File: config.mk
export PLATFORM = sky130hd
export DESIGN_NAME = eqa_multiband
export DESIGN_NICKNAME = d
export VERILOG_FILES = /design/src/rtl/eqa_pkg.sv /design/src/rtl/eqa_band_capture.sv /design/src/rtl/eqa_multiband.sv
export SDC_FILE = /design/constraint.sdc
export NUM_CORES = 1
export LEC_CHECK = 0
export CAP_MARGIN = 20
export CORE_ASPECT_RATIO = 0.9
export CORE_MARGIN = 8
export CORE_UTILIZATION = 55
export CTS_CLUSTER_DIAMETER = 30
export DETAILED_ROUTE_END_ITERATION = 8
export PLACE_DENSITY = 0.93
export SLEW_MARGIN = 20
export SYNTH_ARGS = -nofsm -noshare
export SYNTH_HDL_FRONTEND = slang
export SYNTH_SLANG_ARGS = --single-unit
File: constraint.sdc
create_clock -name clk -period 11.65 [get_ports clk]
set_clock_uncertainty 0.05 [all_clocks]
set_input_delay 2.33 -clock clk [delete_from_list [all_inputs] [get_ports clk]]
set_output_delay 2.33 -clock clk [all_outputs]
set_load 0.02 [all_outputs]
File: src/rtl/eqa_pkg.sv
// Shared types and helpers for the multiband equaliser combiner:
// FSM state encoding, gain/accumulator sizing and output saturation.
package eqa_pkg;

    typedef enum logic [2:0] {
        S_IDLE,
        S_ISSUE,
        S_WAIT,
        S_ACC,
        S_OUT
    } state_t;

    function automatic int unity_gain(input int frac);
        return 1 << frac;
    endfunction

    function automatic int acc_width(input int sw, input int gw, input int nb);
        return sw + gw + $clog2(nb);
    endfunction

    // Clamp a sign-extended value to the signed range of an sw-bit sample.
    function automatic logic signed [63:0] sat_sw(input logic signed [63:0] v, input int sw);
        logic signed [63:0] hi;
        logic signed [63:0] lo;
        hi = (64'sd1 <<< (sw - 1)) - 64'sd1;
        lo = -(64'sd1 <<< (sw - 1));
        if (v > hi)
            return hi;
        else if (v < lo)
            return lo;
        else
            return v;
    endfunction

endpackage

File: src/rtl/eqa_band_capture.sv
// One band's capture slot: keeps the first output strobe of the current
// sample and flags it as done; later strobes are ignored until cleared.
module eqa_band_capture import eqa_pkg::*; #(
    parameter int SAMPLE_W = 16
) (
    input  logic                clk,
    input  logic                reset,
    input  logic                i_clr,
    input  logic                i_en,
    input  logic                i_valid,
    input  logic [SAMPLE_W-1:0] i_data,
    output logic [SAMPLE_W-1:0] o_data,
    output logic                o_done
);

    logic [SAMPLE_W-1:0] r_data;
    logic                r_done;

    always_ff @(posedge clk or posedge reset) begin
        if (reset) begin
            r_data <= '0;
            r_done <= 1'b0;
        end else if (i_clr) begin
            r_data <= '0;
            r_done <= 1'b0;
        end else if (i_en && i_valid && !r_done) begin
            r_data <= i_data;
            r_done <= 1'b1;
        end
    end

    assign o_data = r_data;
    assign o_done = r_done;

endmodule

File: src/rtl/eqa_multiband.sv
// Multiband equaliser combiner: fans one sample out to NUM_BANDS filters, gathers
// their outputs, gain-weights them through a serial MAC and saturates the sum.
// Optional clip counter port/logic is built when EQA_CLIP_CNT_EN is defined.
module eqa_multiband import eqa_pkg::*; #(
    parameter int SAMPLE_W    = 16,
    parameter int NUM_BANDS   = 5,
    parameter int GAIN_W      = 8,
    parameter int GAIN_FRAC   = 6,
    parameter int TIMEOUT_CYC = 1024
) (
    input  logic                          clk,
    input  logic                          reset,
    input  logic [SAMPLE_W-1:0]           in_data,
    input  logic                          in_valid,
    output logic                          in_ready,
    input  logic [NUM_BANDS*GAIN_W-1:0]   gain,
    input  logic [NUM_BANDS-1:0]          band_ready,
    output logic [NUM_BANDS-1:0]          band_inpvalid,
    output logic [SAMPLE_W-1:0]           band_din,
    input  logic [NUM_BANDS-1:0]          band_outvalid,
    input  logic [NUM_BANDS*SAMPLE_W-1:0] band_dout,
    output logic [SAMPLE_W-1:0]           out_data,
    output logic                          out_valid,
    input  logic                          out_ready,
`ifdef EQA_CLIP_CNT_EN
    output logic [15:0]                   clip_cnt,
`endif
    output logic                          timeout_err
);

    localparam int ACC_W  = acc_width(SAMPLE_W, GAIN_W, NUM_BANDS);
    localparam int PROD_W = SAMPLE_W + GAIN_W;
    localparam int IDX_W  = (NUM_BANDS > 1) ? $clog2(NUM_BANDS) : 1;
    localparam int TO_W   = (TIMEOUT_CYC > 1) ? $clog2(TIMEOUT_CYC) : 1;

    state_t                    r_state;
    logic                      r_alive;
    logic [NUM_BANDS-1:0]      r_inpvalid;
    logic [SAMPLE_W-1:0]       r_din;
    logic [TO_W-1:0]           r_to_cnt;
    logic [IDX_W-1:0]          r_idx;
    logic signed [ACC_W-1:0]   r_acc;
    logic [SAMPLE_W-1:0]       r_out_data;
    logic                      r_out_valid;
    logic                      r_timeout_err;

    logic                      w_in_ready;
    logic                      w_accept;
    logic                      w_all_done;
    logic                      w_last;
    logic [NUM_BANDS-1:0]      w_done;
    logic signed [SAMPLE_W-1:0] w_cap [NUM_BANDS];
    logic signed [SAMPLE_W-1:0] w_cap_sel;
    logic signed [GAIN_W-1:0]  w_gain_sel;
    logic signed [PROD_W-1:0]  w_prod;
    logic signed [ACC_W-1:0]   w_acc_next;
    logic signed [ACC_W-1:0]   w_shift;

    // r_alive keeps in_ready low while reset is held and for the release cycle.
    assign w_in_ready = (r_state == S_IDLE) && r_alive && (&band_ready);
    assign w_accept   = w_in_ready && in_valid;

    generate
        for (genvar gi = 0; gi < NUM_BANDS; gi++) begin : g_band
            eqa_band_capture #(.SAMPLE_W(SAMPLE_W)) u_cap (
                .clk     (clk),
                .reset   (reset),
                .i_clr   (w_accept),
                .i_en    (r_state == S_WAIT),
                .i_valid (band_outvalid[gi]),
                .i_data  (band_dout[gi*SAMPLE_W +: SAMPLE_W]),
                .o_data  (w_cap[gi]),
                .o_done  (w_done[gi])
            );
        end
    endgenerate

    // Bands strobing this cycle count as done so a same-cycle finish moves on at once.
    assign w_all_done = &(w_done | band_outvalid);
    assign w_last     = (r_idx == IDX_W'(NUM_BANDS - 1));

    assign w_cap_sel  = w_cap[r_idx];
    assign w_gain_sel = $signed(gain[r_idx*GAIN_W +: GAIN_W]);
    assign w_prod     = PROD_W'(w_cap_sel) * PROD_W'(w_gain_sel);
    assign w_acc_next = r_acc + ACC_W'(w_prod);
    assign w_shift    = w_acc_next >>> GAIN_FRAC;

    always_ff @(posedge clk or posedge reset) begin
        if (reset) begin
            r_state       <= S_IDLE;
            r_alive       <= 1'b0;
            r_inpvalid    <= '0;
            r_din         <= '0;
            r_to_cnt      <= '0;
            r_idx         <= '0;
            r_acc         <= '0;
            r_out_data    <= '0;
            r_out_valid   <= 1'b0;
            r_timeout_err <= 1'b0;
        end else begin
            r_alive       <= 1'b1;
            r_inpvalid    <= '0;
            r_timeout_err <= 1'b0;
            case (r_state)
                S_IDLE: begin
                    if (w_accept) begin
                        r_din      <= in_data;
                        r_to_cnt   <= '0;
                        r_idx      <= '0;
                        r_acc      <= '0;
                        r_inpvalid <= '1;
                        r_state    <= S_ISSUE;
                    end
                end
                S_ISSUE: r_state <= S_WAIT;
                S_WAIT: begin
                    r_to_cnt <= r_to_cnt + 1'b1;
                    if (w_all_done) begin
                        r_state <= S_ACC;
                    end else if (r_to_cnt == TO_W'(TIMEOUT_CYC - 1)) begin
                        r_timeout_err <= 1'b1;
                        r_state       <= S_ACC;
                    end
                end
                S_ACC: begin
                    r_acc <= w_acc_next;
                    r_idx <= r_idx + 1'b1;
                    if (w_last) begin
                        r_out_data  <= SAMPLE_W'(sat_sw(64'(w_shift), SAMPLE_W));
                        r_out_valid <= 1'b1;
                        r_state     <= S_OUT;
                    end
                end
                S_OUT: begin
                    if (out_ready) begin
                        r_out_valid <= 1'b0;
                        r_state     <= S_IDLE;
                    end
                end
                default: r_state <= S_IDLE;
            endcase
        end
    end

`ifdef EQA_CLIP_CNT_EN
    logic [15:0] r_clip_cnt;
    logic        w_clip;

    assign w_clip = (sat_sw(64'(w_shift), SAMPLE_W) != 64'(w_shift));

    always_ff @(posedge clk or posedge reset) begin
        if (reset)
            r_clip_cnt <= '0;
        else if (r_state == S_ACC && w_last && w_clip && r_clip_cnt != 16'hFFFF)
            r_clip_cnt <= r_clip_cnt + 16'd1;
    end

    assign clip_cnt = r_clip_cnt;
`endif

    assign in_ready      = w_in_ready;
    assign band_inpvalid = r_inpvalid;
    assign band_din      = r_din;
    assign out_data      = r_out_data;
    assign out_valid     = r_out_valid;
    assign timeout_err   = r_timeout_err;

endmodule
Fig. 1: run 1, signal wires on met1
Scale bar: 50 um. Supply wires on this layer in gray.
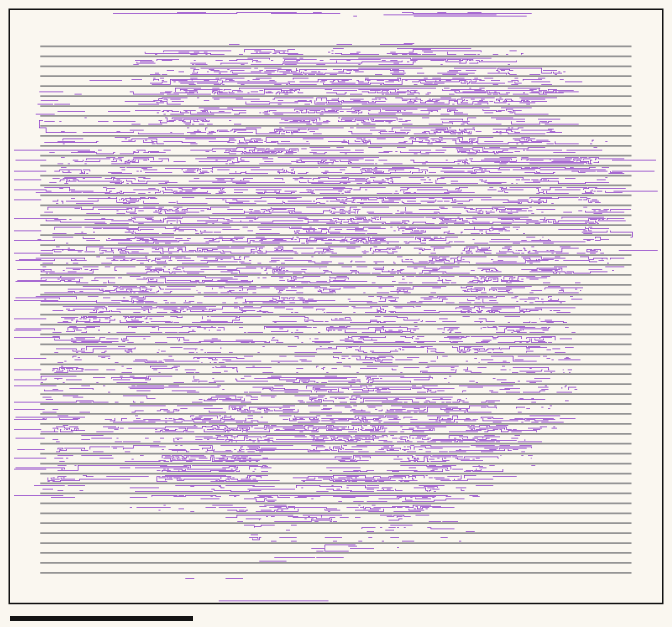
- wire length on this layer: 14600 um
- longest straight run: 53.8 um
- nets with wire on the layer: 1803
Routed WL: 39.53 mm
DR vias: 11.58k
met1 Use GR: 34.27%

Fig. 2: run 1, the metal 2 layer
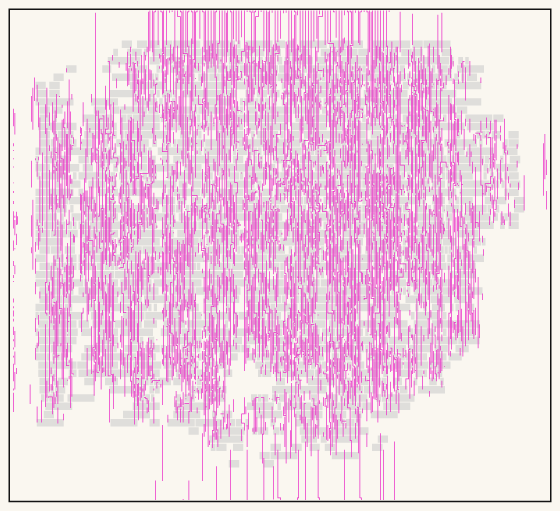
- share of all routed wire: 49%
- nets with wire on the layer: 1690
- main direction: vertical
- longest straight run: 51.0 um
- wire length on this layer: 19300 um
met2 usage: 45.29%

Fig. 3: run 1, the metal 3 layer
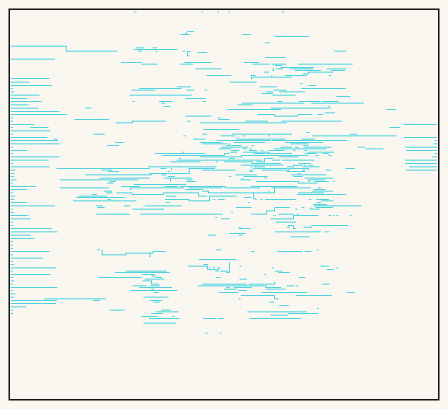
- share of all routed wire: 9.3%
- nets with wire on the layer: 299
- longest straight run: 38.6 um
- wire length on this layer: 3680 um

Fig. 4: run 1, M4 wires
Scale bar: 50 um. Supply wires on this layer in gray.
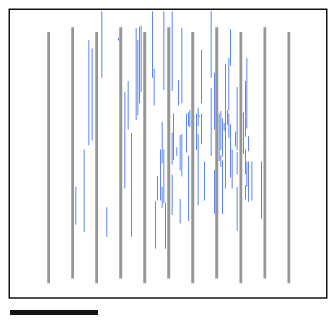
- share of all routed wire: 5.0%
- longest straight run: 70.0 um
- main direction: vertical
- nets with wire on the layer: 67
- wire length on this layer: 1980 um

==> run_results.csv, run 1 <==
group,metric,value,unit
place,io_buffers,189,
finish,syn_to_final_growth,21.04,%
critical_path,reg2reg_depth,22,
critical_path,cpMostUsedCell,"fa_1",
critical_path,critPathBufInv,2,
finish,fillers,1637,
critical_path,r2r_start,"r_idx[0]",
final_timing,fin_crit_sh,77.78,%
critical_path,crit_type,"primary input to flip-flop",
routing,wl_met2,19.25,mm
final_timing,slew_headroom,33.36,%
critical_path,cp_slowest_stage_delay,0.66,ns
synth,syn_avg_cell_area,9.015,um2
clocking,clk_latency,0.44,ns
floorplanning,core_area,23340,um2
synth,netlist_area,13080,um2
synth,top_cell_area_share,31.38,%
finish,logic_gates,1100,
synth,synth-seq-cells,164,
floorplanning,tapCellCount,302,
clocking,h-tree-depth,4,
synth,synth_cell_types,58,
finish,antenna_cells,1,
finish,nNonClkBuffers,211,
finish,fin_area,15830,um2
final_timing,setup_slack,2.588,ns
synth,top_area_cell,"dfrtp_1",
floorplanning,die_width,178.6,um
routing,drt_iter0_drc,1469,
worst_hold_path,hp-class,"flip-flop to flip-flop",
critical_path,cp_num_cells,21,
finish,comb_area_share,52.28,%
final_timing,hold_violations,0,
finish,fin_cells,1919,
grt,overflow,0,
finish,ff_latch_area,4106,um2
clocking,cts_buffer_depth,2,
routing,route.met3.wl,3.675,mm
final_timing,tightest_slew,0.9995,ns
worst_hold_path,min_from,"band_din[7]",
finish,nets,1956,
synth,syn-instance-count,1451,
final_timing,finalSetupTns,0,ns
synth,ys_warn_count,0,
clocking,cts_resized,0,
final_timing,rsz0062_at_grt,"no",
finish,nonClkBufAreaFrac,13.02,%
finish,lay_top_cells,"nand2_1 (303), clkdlybuf4s50_1 (189), dfrtp_1 (162)",
critical_path,crit_slowest_cell,"nor2b_2",
critical_path,r2r_slack,3.23,ns
grt,grt_pass1_wl,63.95,mm
clocking,cts_tree,"yes",
finish,ff_count,164,
critical_path,r2r_end,"out_data[7]",
place,place_inst,1886,
finish,final_util,67.83,%
worst_hold_path,min_to,"band_din[7]",
routing,drc,0,
routing,post_drt_wl_per_cell,20.60,um
floorplanning,rows,53,
final_timing,whs,0.4302,ns
final_timing,maxSlewViolCount,0,
critical_path,cp-start-kind,"primary input",
clocking,cts_inserted_buffers,17,
place,hpwl,28.93,mm
critical_path,crit_end,"out_data[7]",
run,warning_count,29,
critical_path,crit_fanout,16,
finish,final_common_cell,"nand2_1",
grt,grt_max_degree,90,
critical_path,critPathLaunch,"gain[1]",
place,place_area,15220,um2
synth,yosysSeqAreaShare,31.38,%
grt,grt_usage,27.88,%
clocking,cts.sinks,164,
synth,yosys-stat-area,13080,um2
grt,grtUsageMet3,6.359,%
outcome,outcome,"finished clean",
critical_path,worst_setup_path_end_kind,"flip-flop",
finish,layout-drive-gt1-share,4.827,%
synth,yosys-stat-cells,1451,
routing,drt-met1-wl,14.62,mm
[run 1: worst min-delay path, cell delays in order (launching register included)]
cell and delay, ns:
dfrtp_1 0.35, nand2_1 0.05, nand2_1 0.05
[run 1: sequential cells by signal, indices dropped and copies added (netlist names)]
name,cells
out_valid,1
r_acc,27
r_state,3
band_din,16
r_alive,1
g_band.u_cap.o_done,5
timeout_err,1
r_idx,3
g_band.u_cap.o_data,80
r_to_cnt,10
band_inpvalid,1
out_data,16
[run 1: cell families (layout without fill, tap and decap cells)]
group,after synthesis,count (layout),synth area share [%]
AND/OR/NAND/NOR,531,531,16.44
AND-OR/OR-AND,286,286,13.31
buffers and inverters,187,352,5.605
flip-flops,164,164,31.38
XOR/XNOR,27,27,1.808
adder cells (fa/ha/maj),203,203,27.45
multiplexers,52,52,3.979
other,1,2,0.02867
## Run 2: what changed since run 1
--- a/config.mk
+++ b/config.mk
@@ -8,10 +8,10 @@
 export CAP_MARGIN = 20
 export CORE_ASPECT_RATIO = 0.9
 export CORE_MARGIN = 8
-export CORE_UTILIZATION = 55
+export CORE_UTILIZATION = 51
 export CTS_CLUSTER_DIAMETER = 30
 export DETAILED_ROUTE_END_ITERATION = 8
-export PLACE_DENSITY = 0.93
+export PLACE_DENSITY = 0.91
 export SLEW_MARGIN = 20
 export SYNTH_ARGS = -nofsm -noshare
 export SYNTH_HDL_FRONTEND = slang
==> constraint.sdc (replaced) <==
create_clock -name clk -period 7.4 [get_ports clk]
set_clock_uncertainty 0.05 [all_clocks]
set_input_delay 1.48 -clock clk [delete_from_list [all_inputs] [get_ports clk]]
set_output_delay 1.48 -clock clk [all_outputs]
set_load 0.02 [all_outputs]
==> run 2 against run 1 <==
Net effect:
- clock-buffer cell count decreased by 2
- critical endpoint is now out_data[2]
- highest routed layer unchanged
- via count increased by 7.5%
- non-clock buffer count increased by 100
- sequential cell count unchanged
- hold slack about the same
- die area increased by 7.1%
- final area increased by 7.9%
- sequential share of layout area decreased by 1.9 points
- synthesized cell count unchanged
==> run_results.csv, run 2 <==
group,metric,value,unit
outcome,outcome,"finished clean",
clocking,cts_buffer_depth,2,
worst_hold_path,hp-class,"flip-flop to flip-flop",
synth,yosysSeqAreaShare,31.38,%
finish,fin_area,17090,um2
critical_path,crit_slowest_cell,"fa_1",
synth,topCombFamilyByArea,"adder cells",
synth,synth-seq-cells,164,
finish,largest_reg_flops,80,
clocking,h-tree-depth,4,
routing,dr.pass1.iters,6,
grt,grt_usage,27.32,%
final_timing,hold_violations,0,
synth,synth_cell_types,58,
final_timing,tightest_slew,0.9942,ns
finish,syn_to_final_growth,30.65,%
synth,mux_share,3.979,%
grt,grtUsageMet3,7.101,%
grt,overflow,0,
synth,simple_gate_share,16.44,%
critical_path,r2r_slack,0.19,ns
floorplanning,rows,55,
place,place_ws,-0.5258,ns
clocking,clockRootBuffer,"clkbuf_16",
synth,top_cells_by_count,"nand2_1 (304), dfrtp_1 (164), nor2_1 (155)",
final_timing,max_freq,135.5,MHz
critical_path,cp_slowest_stage_delay,0.54,ns
finish,nets,2056,
synth,syn_avg_cell_area,9.015,um2
synth,top_cell_area_share,31.38,%
routing,viasPerCell,6.049,
floorplanning,die-area,31040,um2
floorplanning,die_y,167.9,um
clocking,cts.sinks,164,
final_timing,setup_slack,0.01951,ns
critical_path,crit_path_cell_trace,"clkdlybuf4s50_1 > mux2i_1 > nor2_1 > a21oi_1 > buf_4 > buf_4 > nor2_1 > fa_1 > fa_1 > fa_1 > fa_1 > ha_1 > ha_2 > nand4_1 > nor2_1 > a311oi_1 > buf_4 > a21o_4 > a211oi_2 > buf_4 > nor3_1 > a21oi_2 > buf_12 > o22ai_1",
run,warning_count,31,
finish,final_common_cell,"nand2_1",
place,hpwl,31.55,mm
floorplanning,fp_util,51.93,%
synth,yosys-stat-area,13080,um2
worst_hold_path,min_from,"band_din[15]",
routing,route.met3.wl,4.590,mm
synth,top_area_cell,"dfrtp_1",
synth,synth_nets,1804,
grt,grt_pass1_wl,66.75,mm
clocking,clk_latency,0.47,ns
synth,syn-instance-count,1451,
worst_hold_path,min_to,"band_din[15]",
grt,use_met2,43.79,%
finish,layout-drive-gt1-share,13.05,%
floorplanning,die_width,184.8,um
final_timing,fin_crit,7.380,ns
clocking,clk_pin_slew,0.08,ns
synth,netlist_area,13080,um2
finish,fin_cells,2058,
synth,yosys.area_share.xor_xnor,1.808,%
final_timing,slew_headroom,33.72,%
run,cap_violations,0,
worst_hold_path,min_path_cells,2,
synth,async_flop_share,100.0,%
synth,compound_area_share,13.31,%
place,place_area,16060,um2
synth,ys_warn_count,0,
synth,edf_count,0,
finish,antenna_cells,0,
final_timing,maxSlewViolCount,0,
final_timing,fin_crit_sh,99.74,%
final_timing,setup_viol,0,
floorplanning,core_area,25190,um2
critical_path,r2r_start,"r_idx[0]",
routing,drt-met1-wl,16.05,mm
place,place_inst,2019,
critical_path,worst_setup_path_end_kind,"flip-flop",
grt,grt_max_degree,106,
critical_path,crit_fanout,15,
synth,fa_ha_area_share,27.45,%
critical_path,critPathBufInv,6,
critical_path,cp_num_cells,24,
critical_path,r2r_end,"out_data[8]",
final_timing,whs,0.4301,ns
critical_path,cp-start-kind,"primary input",
finish,lay_top_cells,"nand2_1 (303), clkdlybuf4s50_1 (189), dfrtp_1 (163)",
critical_path,crit_type,"primary input to flip-flop",
synth,flop_cell,"dfrtp_1",
place,place.gp.congestion,0.9820,
floorplanning,ios,190,
clocking,cts_tree,"yes",
clocking,cts_inserted_buffers,17,
routing,top_layer,"met4",
critical_path,crit_end,"out_data[2]",
grt,antenna_found_initial,0,
clocking,ctsHoldBuffers,0,
routing,drt_iter0_drc,1439,
routing,drc,0,
final_timing,finalSetupTns,0,ns
grt,grt_pass1_vias,12700,
synth,yosys-stat-cells,1451,
critical_path,reg2reg_depth,23,
critical_path,critPathLaunch,"gain[29]",
place,io_buffers,189,
routing,wl_met2,21.80,mm
routing,antenna_left,0,
-- run 2: repair_timing --
action | 4_1_cts | 5_1_grt
endpoints found under the setup margin | 15 | 17
cloned | 0 | 0
endpoints found under the hold margin | 0 | 0
pin swaps | 1 | 20
setup buffers | 2 | 5
gates resized | 3 | 57
-- run 2: final cells by class --
type,instances,area [um2]
Clock buffer,17,425.4
Clock inverter,15,197.7
Fill cell,1749,8098
Inverter,109,414.1
Multi-Input combinational cell,1100,8616
Sequential cell,164,4105
Tap cell,342,427.9
Timing Repair Buffer,311,2903
Fig. 5: run 2, signal wires on met1
Scale bar: 50 um. Supply wires on this layer in gray.
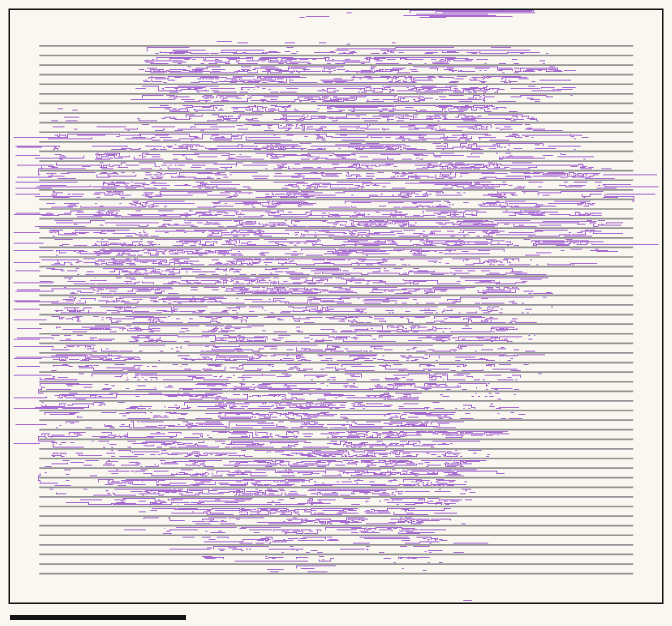
- wire length on this layer: 16100 um
- main direction: horizontal
Routed WL: 45.24 mm
DR vias: 12.45k

Fig. 6: run 2, M4 wires
Scale bar: 50 um. Supply wires on this layer in gray.
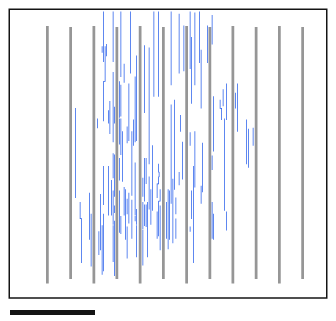
- longest straight run: 68.0 um
- share of all routed wire: 6.2%
- main direction: vertical

Fig. 7: run 2, routing congestion map
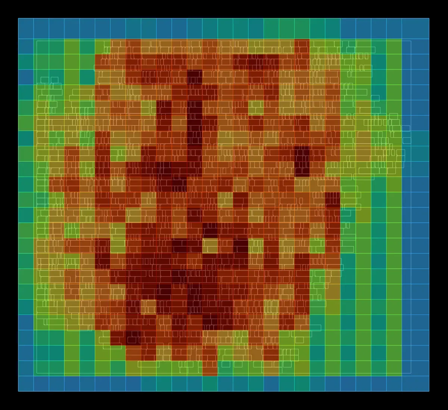
Finished Core Util: 67.85%
routed len/inst: 21.98 um
met1 Use GR: 34.04%
Most Crowded Layer GR: met2

## Run 3: what changed since run 2
--- a/config.mk
+++ b/config.mk
@@ -11,6 +11,7 @@
 export CORE_UTILIZATION = 51
 export CTS_CLUSTER_DIAMETER = 30
 export DETAILED_ROUTE_END_ITERATION = 8
+export GPL_ROUTABILITY_DRIVEN = 0
 export PLACE_DENSITY = 0.91
 export SLEW_MARGIN = 20
 export SYNTH_ARGS = -nofsm -noshare
==> run 3 against run 2 <==
Net effect:
- the flow now finishes with violations (setup timing)
- synthesized area did not move
- worst setup slack worse by 0.091 ns
- cell count stayed put
- critical path depth decreased by 2
- first-iteration DRC count increased by 41%
==> run_results.csv, run 3 <==
group,metric,value,unit
outcome,outcome,"complete, but fails checks",
outcome,violations,"setup timing",
worst_hold_path,hp-class,"flip-flop to flip-flop",
final_timing,whs,0.4347,ns
finish,fin_cells,2058,
floorplanning,core_area,25190,um2
grt,grt_usage,27.58,%
finish,syn_to_final_growth,30.62,%
critical_path,r2r_start,"r_idx[2]",
synth,async_flop_share,100.0,%
synth,yosys-stat-area,13080,um2
critical_path,worst_setup_path_end_kind,"flip-flop",
finish,layout-drive-gt1-share,13.81,%
run,warning_count,31,
final_timing,finalSetupTns,-0.4989,ns
grt,use_met1,32.49,%
worst_hold_path,min_from,"band_din[9]",
critical_path,critPathLaunch,"gain[34]",
synth,synth_nets,1804,
critical_path,crit_type,"primary input to flip-flop",
clocking,cts.sinks,164,
finish,final_util,67.83,%
floorplanning,die-area,31040,um2
worst_hold_path,min_path_cells,2,
synth,edf_count,0,
final_timing,setup_viol,15,
routing,drt_iter0_drc,2033,
clocking,ctsHoldBuffers,0,
critical_path,cp-start-kind,"primary input",
finish,fin_area,17090,um2
synth,yosys-stat-cells,1451,
worst_hold_path,min_to,"band_din[9]",
final_timing,hold_violations,0,
synth,yosysSeqAreaShare,31.38,%
synth,synth_cell_types,58,
grt,grt-busiest-layer,"met2",
critical_path,crit_path_cell_trace,"clkdlybuf4s50_1 > mux2i_1 > o21ai_1 > a21oi_2 > buf_4 > or2_2 > fa_1 > inv_1 > buf_4 > fa_1 > fa_1 > fa_1 > ha_1 > ha_1 > o21a_1 > nor2_1 > a211oi_1 > a211oi_4 > nor3_1 > a21oi_2 > buf_12 > o22ai_1",
final_timing,fin_crit_sh,101.0,%
clocking,clockRootBuffer,"clkbuf_16",
final_timing,slew_headroom,21.62,%
critical_path,crit_end,"out_data[2]",
grt,grt_pass1_vias,13100,
floorplanning,rows,55,
floorplanning,ios,190,
place,hpwl,31.13,mm
floorplanning,die_y,167.9,um
finish,largest_reg_flops,80,
routing,wl_met2,21.85,mm
critical_path,r2r_end,"out_data[2]",
place,place_inst,2012,
routing,antenna_left,0,
run,cap_violations,0,
place,io_buffers,189,
clocking,cts_resized,7,
finish,lay_top_cells,"nand2_1 (303), clkdlybuf4s50_1 (189), dfrtp_1 (163)",
final_timing,setup_slack,-0.07149,ns
critical_path,cp_slowest_stage_delay,0.62,ns
floorplanning,fp_util,51.93,%
critical_path,crit_slowest_cell,"fa_1",
final_timing,fin_crit,7.471,ns
synth,ys_warn_count,0,
final_timing,tightest_slew,1.174,ns
routing,drc,0,
routing,post_drt_wl_per_cell,22.61,um
grt,overflow,0,
clocking,cts_tree,"yes",
critical_path,crit_fanout,15,
final_timing,maxSlewViolCount,0,
routing,drt-met1-wl,15.68,mm
grt,antenna_found_initial,0,
synth,top_cell_area_share,31.38,%
place,place_ws,-0.5596,ns
synth,synth-seq-cells,164,
routing,route.met3.wl,5.369,mm
clocking,clk_pin_slew,0.07,ns
synth,netlist_area,13080,um2
clocking,clk_latency,0.45,ns
final_timing,max_freq,133.8,MHz
grt,grtUsageMet3,8.887,%
synth,syn-instance-count,1451,
routing,viasPerCell,6.140,
finish,final_common_cell,"nand2_1",
finish,antenna_cells,0,
clocking,h-tree-depth,4,
clocking,cts_inserted_buffers,17,
grt,grt_max_degree,111,
routing,dr.pass1.iters,9,
place,place_area,15960,um2
routing,top_layer,"met4",
floorplanning,die_width,184.8,um
synth,syn_avg_cell_area,9.015,um2
critical_path,reg2reg_depth,22,
grt,grt_pass1_wl,67.67,mm
clocking,post_cts_buffers,0,
run 3: cell families after synthesis:
family | synth area share [%]
adder cells (fa/ha/maj) | 27.45
AND/OR/NAND/NOR | 16.44
other | 0.02867
XOR/XNOR | 1.808
flip-flops | 31.38
multiplexers | 3.979
buffers and inverters | 5.605
AND-OR/OR-AND | 13.31
run 3: final cells by class:
cell class,count,area [um2]
clock buffers,19,442.9
clock inverters,13,135.1
fillers,1642,8102
inverters,109,414.1
multi-input cells,1100,8670
flip-flops and latches,164,4105
well taps,342,427.9
repair buffers,311,2890
run 3: critical path, delay by kind of cell:
kind                     cells  cell delay, ns
buffers and inverters        5            1.16
AND/OR/NAND/NOR              3            0.72
adder cells (fa/ha/maj)      6            2.86
multiplexers                 1            0.09
AND-OR/OR-AND                7            1.44
Fig. 8: run 3, M4 wires
Scale bar: 50 um. Supply wires on this layer in gray.
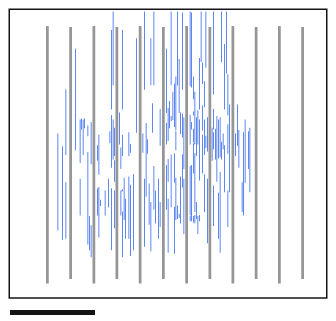
- wire length on this layer: 3620 um
- main direction: vertical
- nets with wire on the layer: 135

Fig. 9: run 3, the metal 3 layer
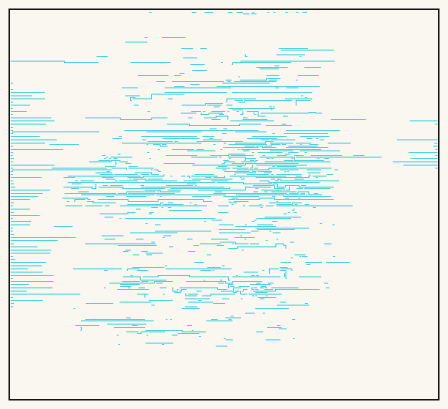
- longest straight run: 63.5 um
- nets with wire on the layer: 416
- wire length on this layer: 5370 um
- main direction: horizontal
- share of all routed wire: 12%

Fig. 10: run 3, the metal 2 layer
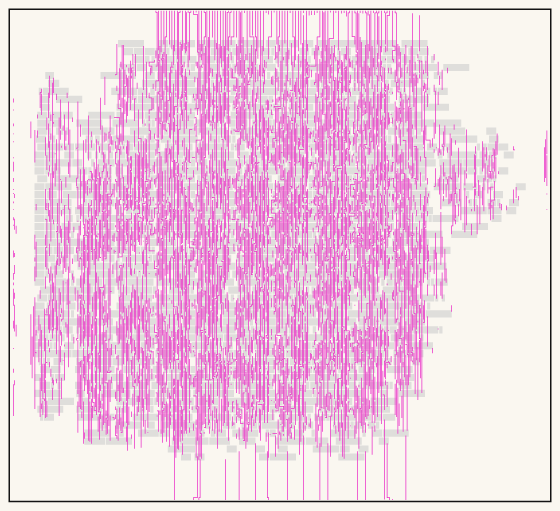
- nets with wire on the layer: 1827
- longest straight run: 46.6 um
- wire length on this layer: 21.8 mm
- main direction: vertical
DR vias: 12.64k
Routed WL: 46.52 mm
met2 usage: 44.30%

